<file path="config.mk">
export PLATFORM = sky130hd
export DESIGN_NAME = wb_req_master
export DESIGN_NICKNAME = d
export VERILOG_FILES = /design/src/rtl/wb_req_master_pkg.sv /design/src/rtl/btn_debounce.sv /design/src/rtl/wb_req_master.sv
export SDC_FILE = /design/constraint.sdc
export NUM_CORES = 1
export LEC_CHECK = 0
export CAP_MARGIN = 25
export CORE_ASPECT_RATIO = 1.2
export CORE_MARGIN = 4
export CORE_UTILIZATION = 38
export DETAILED_ROUTE_END_ITERATION = 10
export GPL_TIMING_DRIVEN = 0
export HOLD_SLACK_MARGIN = 0.1
export MAX_ROUTING_LAYER = met4
export PLACE_DENSITY = 0.76
export SETUP_SLACK_MARGIN = 0.2
export SLEW_MARGIN = 20
export SYNTH_ARGS = -nofsm -noshare
export SYNTH_HDL_FRONTEND = slang
export SYNTH_HIERARCHICAL = 1
export SYNTH_SLANG_ARGS = --single-unit
</file>
<file path="constraint.sdc">
create_clock -name i_clk -period 1.8 [get_ports i_clk]
set_clock_uncertainty 0.1 [all_clocks]
set_input_delay 0.36 -clock i_clk [delete_from_list [all_inputs] [get_ports i_clk]]
set_output_delay 0.36 -clock i_clk [all_outputs]
set_load 0.01 [all_outputs]
</file>
<file path="src/rtl/wb_req_master_pkg.sv">
// Shared definitions for the button-triggered Wishbone request master.
package wb_req_master_pkg;

  typedef enum logic [2:0] {
    IDLE,
    WR_REQ,
    WR_ACK,
    GAP,
    RD_REQ,
    RD_ACK
  } state_e;

  // Address of the responder's status/control register.
  localparam logic STATUS_ADDR = 1'b0;

endpackage

</file>
<file path="src/rtl/btn_debounce.sv">
// Two-flop synchronizer followed by a counting debouncer; emits a one-cycle press pulse.
module btn_debounce #(
  parameter int unsigned DEBOUNCE_CYCLES = 16
) (
  input  logic i_clk,
  input  logic i_reset_n,
  input  logic i_btn,
  output logic o_press
);

  localparam int unsigned CNT_W = $clog2(DEBOUNCE_CYCLES + 1);
  localparam logic [CNT_W-1:0] CNT_LAST = CNT_W'(DEBOUNCE_CYCLES - 1);

  logic             sync1_q, sync2_q;
  logic             level_q, level_d;
  logic             press_q, press_d;
  logic [CNT_W-1:0] cnt_q, cnt_d;

  // The level flips on the DEBOUNCE_CYCLES-th consecutive differing sample.
  always_comb begin
    level_d = level_q;
    cnt_d   = '0;
    if (sync2_q != level_q) begin
      if (cnt_q == CNT_LAST) level_d = sync2_q;
      else                   cnt_d   = cnt_q + 1'b1;
    end
    press_d = level_d & ~level_q;
  end

  always_ff @(posedge i_clk or negedge i_reset_n) begin
    if (!i_reset_n) begin
      sync1_q <= 1'b0;
      sync2_q <= 1'b0;
      level_q <= 1'b0;
      press_q <= 1'b0;
      cnt_q   <= '0;
    end else begin
      sync1_q <= i_btn;
      sync2_q <= sync1_q;
      level_q <= level_d;
      press_q <= press_d;
      cnt_q   <= cnt_d;
    end
  end

  assign o_press = press_q;

endmodule

</file>
<file path="src/rtl/wb_req_master.sv">
// On a debounced button press, writes the status register then polls it until it reads zero.
module wb_req_master
  import wb_req_master_pkg::*;
#(
  parameter int unsigned DEBOUNCE_CYCLES = 16,
  parameter int unsigned POLL_GAP        = 4,
  parameter int unsigned TIMEOUT         = 255
) (
  input  logic        i_clk,
  input  logic        i_reset_n,
  input  logic        i_btn,
  output logic        o_cyc,
  output logic        o_stb,
  output logic        o_we,
  output logic        o_addr,
  output logic [31:0] o_data,
  input  logic        i_stall,
  input  logic        i_ack,
  input  logic [31:0] i_data,
  output logic        o_busy,
  output logic [3:0]  o_status,
  output logic        o_timeout
);

  localparam int unsigned CNT_MAX = (TIMEOUT > POLL_GAP) ? TIMEOUT : POLL_GAP;
  localparam int unsigned CNT_W   = $clog2(CNT_MAX + 1);
  localparam logic [CNT_W-1:0] TMO_LAST = CNT_W'(TIMEOUT - 1);
  localparam logic [CNT_W-1:0] GAP_LAST = CNT_W'(POLL_GAP - 1);

  state_e           state_q, state_d;
  logic [CNT_W-1:0] cnt_q, cnt_d;
  logic             cyc_q, cyc_d, stb_q, stb_d, we_q, we_d, busy_q, busy_d;
  logic             timeout_q, timeout_d;
  logic [3:0]       status_q, status_d;
  logic             press;
  logic             unused_data;

  assign unused_data = ^i_data[31:4];

  btn_debounce #(.DEBOUNCE_CYCLES(DEBOUNCE_CYCLES)) u_btn (
    .i_clk    (i_clk),
    .i_reset_n(i_reset_n),
    .i_btn    (i_btn),
    .o_press  (press)
  );

  // One counter serves both the gap length and the timeout; it clears on every state change.
  always_comb begin
    state_d   = state_q;
    cnt_d     = cnt_q + 1'b1;
    status_d  = status_q;
    timeout_d = timeout_q;
    case (state_q)
      IDLE: begin
        cnt_d = '0;
        if (press) begin
          state_d   = WR_REQ;
          timeout_d = 1'b0;
        end
      end
      WR_REQ, RD_REQ: begin
        if (!i_stall)               state_d = (state_q == WR_REQ) ? WR_ACK : RD_ACK;
        else if (cnt_q == TMO_LAST) begin state_d = IDLE; timeout_d = 1'b1; end
      end
      WR_ACK: begin
        if (i_ack)                  state_d = GAP;
        else if (cnt_q == TMO_LAST) begin state_d = IDLE; timeout_d = 1'b1; end
      end
      GAP: begin
        if (cnt_q == GAP_LAST) state_d = RD_REQ;
      end
      RD_ACK: begin
        if (i_ack) begin
          status_d = i_data[3:0];
          state_d  = (i_data[3:0] == 4'd0) ? IDLE : GAP;
        end else if (cnt_q == TMO_LAST) begin
          state_d   = IDLE;
          timeout_d = 1'b1;
        end
      end
      default: state_d = IDLE;
    endcase
    if (state_d != state_q) cnt_d = '0;

    cyc_d  = state_d inside {WR_REQ, WR_ACK, RD_REQ, RD_ACK};
    stb_d  = state_d inside {WR_REQ, RD_REQ};
    we_d   = (state_d == WR_REQ);
    busy_d = (state_d != IDLE);
  end

  always_ff @(posedge i_clk or negedge i_reset_n) begin
    if (!i_reset_n) begin
      state_q   <= IDLE;
      cnt_q     <= '0;
      cyc_q     <= 1'b0;
      stb_q     <= 1'b0;
      we_q      <= 1'b0;
      busy_q    <= 1'b0;
      status_q  <= '0;
      timeout_q <= 1'b0;
    end else begin
      state_q   <= state_d;
      cnt_q     <= cnt_d;
      cyc_q     <= cyc_d;
      stb_q     <= stb_d;
      we_q      <= we_d;
      busy_q    <= busy_d;
      status_q  <= status_d;
      timeout_q <= timeout_d;
    end
  end

  assign o_cyc     = cyc_q;
  assign o_stb     = stb_q;
  assign o_we      = we_q;
  assign o_addr    = STATUS_ADDR;
  assign o_data    = '0;
  assign o_busy    = busy_q;
  assign o_status  = status_q;
  assign o_timeout = timeout_q;

endmodule

</file>
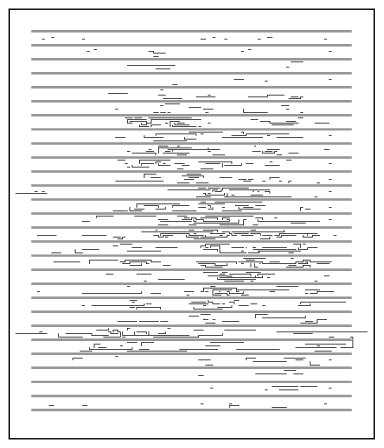
(met1 routing)
Supply wires on this layer in gray.
- share of all routed wire: 38%
- longest straight run: 17.5 um
met1 Usage GRT: 0.135
final wirelength: 3.29 mm

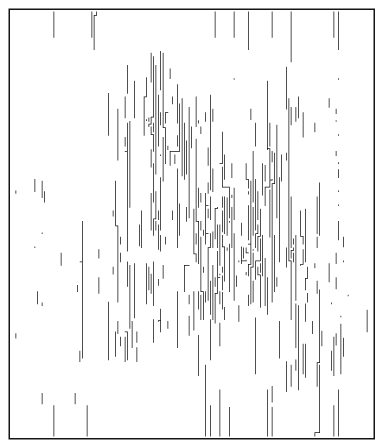
(metal 2)
- share of all routed wire: 50%
- longest straight run: 31.4 um
GR Util met2: 0.193
vias: 1368

==> run_results.csv <==
group,metric,value,unit
placement,port_buffers,16,
routing,drtPass1Iterations,4,
critical_path,crit_fanout,4,
placement,place_hpwl,2.35,mm
sta,period_minus_slack,1.92,ns
pwr,p_per_area,1100,nW/um2
final_layout,logic_area,975,um2
sta,finalHoldViolCount,0,
global_route,grt_pass1_wl,5.72,mm
pwr,pg_clk,0.000578,W
yosys,synth_area_leader_cell,"dfrtp_1",
pwr,switching_power,0.000943,W
routing,dr.first_iter.drc_count,55,
sta,setup_violations,12,
floorplan,rows,27,
pwr,dominant_power_group,"combinational logic",
floorplan,chipHeight,83.0,um
critical_path,worstSetupPathType,"reg -> reg",
sta,rsz0062_at_grt,"yes",
yosys,synth-seq-cells,29,
floorplan,core_area,4560,um2
pwr,seq-power,0.000863,W
yosys,synth-edff-count,0,
pwr,pwr-share-clk,0.218,
run_status,violations,"setup timing",
final_layout,n_antenna_cell,0,
flow_run,drv_cap,0,
yosys,ys_seq_frac,0.408,
yosys,yosysWarnings,6,
placement,place_worst_setup_slack,-0.457,ns
floorplan,ioPinCount,79,
run_status,outcome,"complete, but fails checks",
final_layout,most-common-layout-cells,"buf_4 (43), conb_1 (33), dfrtp_1 (27), dlygate4sd2_1 (10)",
sta,worst_slack,-0.120,ns
yosys,synth.top_cell.area_share,0.408,
clock_network,clock.latency.late_pin,0.28,ns
critical_path,end_kind,"flop",
final_layout,seq_area,728,um2
yosys,synth_top_cell_by_count,"buf_4",
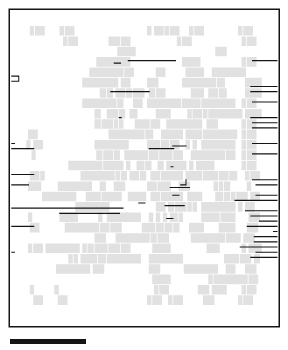
(M3 wires)
Scale bar: 20 um. Cells faint in the background.
- main direction: horizontal
- longest straight run: 29.2 um
- wire length on this layer: 274 um
GR Layer Usage met3: 0.0424

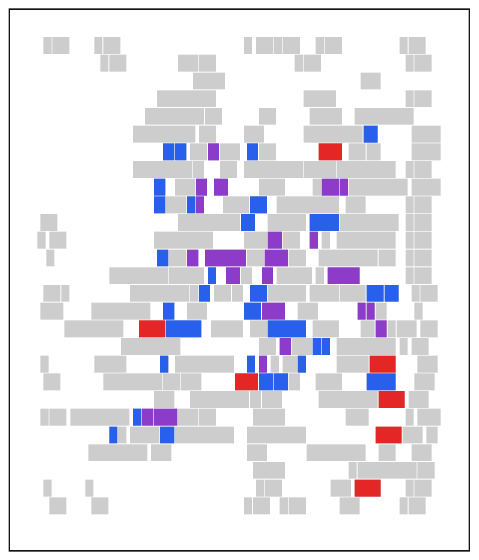
(selected gate families)
- red: mux cells (cells 7; most used mux2_2)
- purple: nand cells (cells 22; most used nand3_1)
- blue: nor cells (cells 31; most used nor2_1)
fin cells: 301
logic share of the area: 0.404
Top cell excl fill/tap: buf_4

[area by class of cell]
type / instances / share of cell area
buffer: 38 / 0.120
clock buffer: 7 / 0.0399
clock inverter: 1 / 0.00207
inverter: 5 / 0.00778
multi-input combinational: 137 / 0.404
sequential: 29 / 0.302
tap: 58 / 0.0301
timing repair buffer: 26 / 0.0943
[kinds of logic (layout without fill, tap and decap cells)]
family                   Yosys count  in the layout  synth area share
AND/OR/NAND/NOR                   63             63             0.214
buffers and inverters             43             77             0.174
flip-flops                        29             29             0.408
AND-OR/OR-AND                     21             21            0.0900
XOR/XNOR                          10             10            0.0492
multiplexers                       7              7            0.0429
adder cells (fa/ha/maj)            3              3            0.0211
other                              1             33           0.00211
[worst paths after layout]
check	startpoint	end	slack, ns	depth (start not counted)
max	cnt_q[4]	o_busy	-0.12	5
min in group asynchronous	i_reset_n	o_status[1]	0.53	2
min reg2reg	u_btn/sync1_q	u_btn/sync2_q	0.25	0
min	u_btn/sync1_q	u_btn/sync2_q	0.25	0
max in group asynchronous	i_reset_n	cnt_q[3]	0.62	2
max reg2reg	cnt_q[4]	o_busy	-0.12	5
[worst max-delay path, stage by stage (launching register included)]
cell and delay (ns):
dfrtp_1 0.41, or4_4 0.59, o21ai_4 0.20, o211ai_2 0.11, nand2b_4 0.18, or2_1 0.20
[timing repair]
action | CTS | global route
setup buffers | 4 | 5
gates resized | 20 | 7
gates cloned | 0 | 0
pin swaps | 6 | 2
hold buffers | 1 | 0
hold endpoints to repair | 29 | 0
endpoints found under the setup margin | 21 | 17
[metal layers]
metal	up-vias	wire length, um
li1	686	-
met1	620	1260
met2	52	1650
met3	10	274
met4	0	104
met5	-	0
[state kept, by name (all words and copies together) (netlist names), 3 cells and up]
register,cells
u_btn/cnt_q,5
state_q,3
cnt_q,8
o_status,4
Power is estimated from default activity; no workload was simulated.
